**config.mk**
```make
export PLATFORM = sky130hd
export DESIGN_NAME = pipe_control_unit
export DESIGN_NICKNAME = d
export VERILOG_FILES = /design/src/rtl/pipe_control_unit.sv
export SDC_FILE = /design/constraint.sdc
export NUM_CORES = 1
export LEC_CHECK = 0
export CAP_MARGIN = 20
export CORE_ASPECT_RATIO = 0.6
export CORE_UTILIZATION = 45
export CTS_BUF_LIST = sky130_fd_sc_hd__clkbuf_8
export CTS_CLUSTER_DIAMETER = 50
export CTS_CLUSTER_SIZE = 12
export DETAILED_ROUTE_END_ITERATION = 16
export PLACE_DENSITY = 0.75
export SLEW_MARGIN = 20
export SYNTH_ARGS = -nofsm -noshare
export SYNTH_HDL_FRONTEND = slang
export SYNTH_SLANG_ARGS = --single-unit
export TNS_END_PERCENT = 100
```
**constraint.sdc**
```tcl
create_clock -name clk -period 4.4 [get_ports clk]
set_input_delay 1.32 -clock clk [delete_from_list [all_inputs] [get_ports clk]]
set_output_delay 1.32 -clock clk [all_outputs]
set_load 0.05 [all_outputs]
```
**src/rtl/pipe_control_unit.sv**
```systemverilog
// WISC-S15 pipelined control: opcode decode, ID/EX/MEM/WB control
// registers, RAW hazard stall, redirect flush and sticky illegal flag.
module pipe_control_unit #(
  parameter int REG_ADDR_W = 4,
  parameter bit FWD_EN     = 1'b1
) (
  input  logic                  clk,
  input  logic                  rst,
  input  logic                  id_valid,
  input  logic [3:0]            opcode,
  input  logic [REG_ADDR_W-1:0] rs,
  input  logic [REG_ADDR_W-1:0] rt,
  input  logic [REG_ADDR_W-1:0] rd,
  input  logic                  branch_taken,
  input  logic                  mem_busy,
  output logic                  stall_id,
  output logic                  flush,
  output logic                  ex_valid,
  output logic [2:0]            ex_alu_op,
  output logic                  ex_alu_src,
  output logic                  ex_sign_ext_sel,
  output logic                  ex_reg_rt_src,
  output logic                  ex_data_reg,
  output logic                  ex_call,
  output logic                  ex_rtrn,
  output logic                  ex_branch,
  output logic                  ex_load_half,
  output logic                  ex_half_spec,
  output logic                  mem_valid,
  output logic                  mem_MemRead,
  output logic                  mem_MemWrite,
  output logic                  mem_reg_to_mem,
  output logic                  wb_valid,
  output logic                  wb_RegWrite,
  output logic                  wb_mem_to_reg,
  output logic [REG_ADDR_W-1:0] wb_rd,
  output logic                  err_illegal
);

  typedef struct packed {
    logic                  valid;
    logic [2:0]            alu_op;
    logic                  alu_src;
    logic                  sign_ext_sel;
    logic                  reg_rt_src;
    logic                  data_reg;
    logic                  call;
    logic                  rtrn;
    logic                  branch;
    logic                  load_half;
    logic                  half_spec;
    logic                  mem_read;
    logic                  mem_write;
    logic                  reg_to_mem;
    logic                  reg_write;
    logic                  mem_to_reg;
    logic [REG_ADDR_W-1:0] rd;
  } id_ex_t;

  typedef struct packed {
    logic                  valid;
    logic                  mem_read;
    logic                  mem_write;
    logic                  reg_to_mem;
    logic                  reg_write;
    logic                  mem_to_reg;
    logic [REG_ADDR_W-1:0] rd;
  } ex_mem_t;

  typedef struct packed {
    logic                  valid;
    logic                  reg_write;
    logic                  mem_to_reg;
    logic [REG_ADDR_W-1:0] rd;
  } mem_wb_t;

  id_ex_t  id_ex_q,  id_ex_d;
  ex_mem_t ex_mem_q, ex_mem_d;
  mem_wb_t mem_wb_q, mem_wb_d;
  logic    err_q,    err_d;

  id_ex_t dec;
  logic   uses_rs, uses_rt;
  logic   op_inc, op_lw, op_sw, op_lhb;
  logic   op_llb, op_b, op_call, op_ret;
  logic   op_ill;

  assign op_inc  = (opcode == 4'h4);
  assign op_lw   = (opcode == 4'h8);
  assign op_sw   = (opcode == 4'h9);
  assign op_lhb  = (opcode == 4'hA);
  assign op_llb  = (opcode == 4'hB);
  assign op_b    = (opcode == 4'hC);
  assign op_call = (opcode == 4'hD);
  assign op_ret  = (opcode == 4'hE);
  assign op_ill  = (opcode == 4'hF);

  // Decode the ID opcode; illegal or empty slots become a bubble
  always_comb begin
    dec     = '0;
    uses_rs = 1'b0;
    uses_rt = 1'b0;
    if (id_valid && !op_ill) begin
      dec.valid     = 1'b1;
      dec.alu_op    = opcode[2:0];
      dec.reg_write = 1'b1;
      dec.rd        = rd;
      uses_rs = ~opcode[3] | op_lw | op_sw | op_ret;
      uses_rt = (opcode[3:2] == 2'b00) | op_sw
              | op_lhb | op_llb;
      unique case (1'b1)
        op_inc: begin
          dec.alu_src      = 1'b1;
          dec.sign_ext_sel = 1'b1;
        end
        op_lw: begin
          dec.alu_src      = 1'b1;
          dec.sign_ext_sel = 1'b1;
          dec.data_reg     = 1'b1;
          dec.mem_read     = 1'b1;
          dec.mem_to_reg   = 1'b1;
        end
        op_sw: begin
          dec.alu_op       = 3'b000;
          dec.alu_src      = 1'b1;
          dec.sign_ext_sel = 1'b1;
          dec.reg_rt_src   = 1'b1;
          dec.data_reg     = 1'b1;
          dec.mem_write    = 1'b1;
          dec.reg_to_mem   = 1'b1;
          dec.reg_write    = 1'b0;
        end
        op_lhb: begin
          dec.reg_rt_src   = 1'b1;
          dec.load_half    = 1'b1;
        end
        op_llb: begin
          dec.reg_rt_src   = 1'b1;
          dec.load_half    = 1'b1;
          dec.half_spec    = 1'b1;
        end
        op_b: begin
          dec.sign_ext_sel = 1'b1;
          dec.branch       = 1'b1;
          dec.reg_write    = 1'b0;
        end
        op_call: begin
          dec.alu_op       = 3'b000;
          dec.call         = 1'b1;
          dec.mem_write    = 1'b1;
          dec.reg_to_mem   = 1'b1;
        end
        op_ret: begin
          dec.alu_op       = 3'b000;
          dec.rtrn         = 1'b1;
          dec.mem_read     = 1'b1;
        end
        default: ;
      endcase
    end
  end

  logic ex_wr, mem_wr;
  logic hit_ex, hit_mem;
  logic hazard, redirect;

  // RAW hazard detection and redirect; WB is bypassed by the regfile
  always_comb begin
    ex_wr  = id_ex_q.valid & id_ex_q.reg_write
           & (id_ex_q.rd != '0);
    mem_wr = ex_mem_q.valid & ex_mem_q.reg_write
           & (ex_mem_q.rd != '0);
    hit_ex  = (uses_rs & (rs == id_ex_q.rd))
            | (uses_rt & (rt == id_ex_q.rd));
    hit_mem = (uses_rs & (rs == ex_mem_q.rd))
            | (uses_rt & (rt == ex_mem_q.rd));
    if (FWD_EN)
      hazard = dec.valid & ex_wr & id_ex_q.mem_read & hit_ex;
    else
      hazard = dec.valid & ((ex_wr & hit_ex) | (mem_wr & hit_mem));
    redirect = id_ex_q.valid
             & ((id_ex_q.branch & branch_taken)
             | id_ex_q.call | id_ex_q.rtrn);
    stall_id = mem_busy | (~redirect & hazard);
    flush    = ~mem_busy & redirect;
  end

  // Next-state for the stage registers; mem_busy freezes everything
  always_comb begin
    id_ex_d  = id_ex_q;
    ex_mem_d = ex_mem_q;
    mem_wb_d = mem_wb_q;
    err_d    = err_q;
    if (!mem_busy) begin
      ex_mem_d.valid      = id_ex_q.valid;
      ex_mem_d.mem_read   = id_ex_q.mem_read;
      ex_mem_d.mem_write  = id_ex_q.mem_write;
      ex_mem_d.reg_to_mem = id_ex_q.reg_to_mem;
      ex_mem_d.reg_write  = id_ex_q.reg_write;
      ex_mem_d.mem_to_reg = id_ex_q.mem_to_reg;
      ex_mem_d.rd         = id_ex_q.rd;
      mem_wb_d.valid      = ex_mem_q.valid;
      mem_wb_d.reg_write  = ex_mem_q.reg_write;
      mem_wb_d.mem_to_reg = ex_mem_q.mem_to_reg;
      mem_wb_d.rd         = ex_mem_q.rd;
      if (redirect || hazard) begin
        id_ex_d = '0;
      end else begin
        id_ex_d = dec;
        err_d   = err_q | (id_valid & op_ill);
      end
    end
  end

  // Pipeline and sticky error registers
  always_ff @(posedge clk) begin
    if (rst) begin
      id_ex_q  <= '0;
      ex_mem_q <= '0;
      mem_wb_q <= '0;
      err_q    <= 1'b0;
    end else begin
      id_ex_q  <= id_ex_d;
      ex_mem_q <= ex_mem_d;
      mem_wb_q <= mem_wb_d;
      err_q    <= err_d;
    end
  end

  assign ex_valid        = id_ex_q.valid;
  assign ex_alu_op       = id_ex_q.alu_op;
  assign ex_alu_src      = id_ex_q.alu_src;
  assign ex_sign_ext_sel = id_ex_q.sign_ext_sel;
  assign ex_reg_rt_src   = id_ex_q.reg_rt_src;
  assign ex_data_reg     = id_ex_q.data_reg;
  assign ex_call         = id_ex_q.call;
  assign ex_rtrn         = id_ex_q.rtrn;
  assign ex_branch       = id_ex_q.branch;
  assign ex_load_half    = id_ex_q.load_half;
  assign ex_half_spec    = id_ex_q.half_spec;
  assign mem_valid       = ex_mem_q.valid;
  assign mem_MemRead     = ex_mem_q.mem_read;
  assign mem_MemWrite    = ex_mem_q.mem_write;
  assign mem_reg_to_mem  = ex_mem_q.reg_to_mem;
  assign wb_valid        = mem_wb_q.valid;
  assign wb_RegWrite     = mem_wb_q.reg_write;
  assign wb_mem_to_reg   = mem_wb_q.mem_to_reg;
  assign wb_rd           = mem_wb_q.rd;
  assign err_illegal     = err_q;

endmodule

```
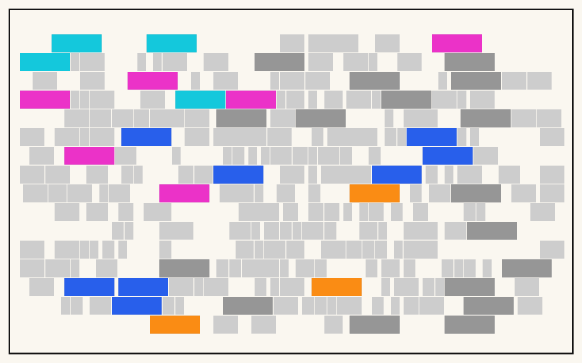
**Above:** where the registers sit.
| colour | signal | placed flops |
|---|---|---|
| blue | id_ex_q | 8 |
| orange | ex_alu_op | 3 |
| cyan | wb_rd | 4 |
| magenta | ex_mem_q | 6 |
not coloured: 17
fin util: 66.7%
FF+latch area: 761 sq um
Seq area share: 33.1%
Seq. pwr: 358 uW

==> flow_summary.ini <==
; generated from flow reports
[outcome]
status = completed

[synth]
top_area_share_pct = 44.5
ys_chip_area_sq_um = 1710
flop_cell = dfxtp_1
yosys_warnings = 0
ys_sh_xor_pct = 5.13
synth_cells = 191

[global_routing]
grt_pass1_vias = 1301
grtUsageTotal_pct = 20.2

[sta]
worst_slew_pin_slew_ns = 0.766
setup_ws_ns = 0.193
setup-tns-final_ns = 0
slew_headroom_pct = 48.8

[setup_path]
crit_required_ns = 3.08
path_buffers = 2
reg2reg_slack_ns = 2.46
crit_start = opcode[3]
critPathTopFamily = buffers and inverters
timing.critical_path.cells = clkdlybuf4s50_1, nand2b_1, o2111ai_2, o32ai_2, a21o_1, buf_12

[die]
die_x_microns = 81.5
chipArea_sq_um = 4050

[detailed_routing]
vias_per_cell = 5.07
drt-wirelength-per-cell_microns = 13.2

[pwr]
p_per_area_nw_per_um2 = 304

[finish]
num-multi-input-gates = 132
lay_top_cells = 45 x clkdlybuf4s50_1, 38 x dfxtp_1, 26 x nand2_1
num_antenna_cells = 0
top_register = id_ex_q

[hold_path]
whs_endpoint = ex_alu_op[2]

[clock_network]
cts_resized = 0
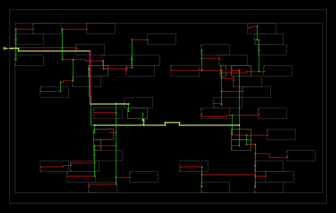
**Above:** clock routing.
Num CTS Buffers: 5
clock-net power: 241 uW
number of clock buffers in the layout: 6
CTS sink count: 38

tightest hold or removal path, cell delays in order (launching register included):
cell	delay [ns]
dfxtp_1	0.31
nand2_1	0.05
o21ai_1	0.05
through the flow:
stage | cells | power, mW | hold slack (ns) | cell area [sq um] | utilization (%)
5_1_grt | 281 | 0.729 | 0.468 | 2300 | 66.7
3_3_place_gp | 273 | 0.461 | 0.435 | 2210 | 64.1
4_1_cts | 281 | 0.703 | 0.446 | 2300 | 66.7
3_5_place_dp | 273 | 0.465 | 0.436 | 2210 | 64.1
6_report | 281 | 0.698 | 0.445 | 2300 | 66.7
2_1_floorplan | 191 | 0.426 | 0.424 | 1710 | -
report_power, final:
group,internal (mW),switching (mW)
logic,0.0462,0.0529
registers,0.351,0.00660
clock network,0.124,0.117
total,0.521,0.177
No activity file was given, so power comes from the tool's default toggle rates.
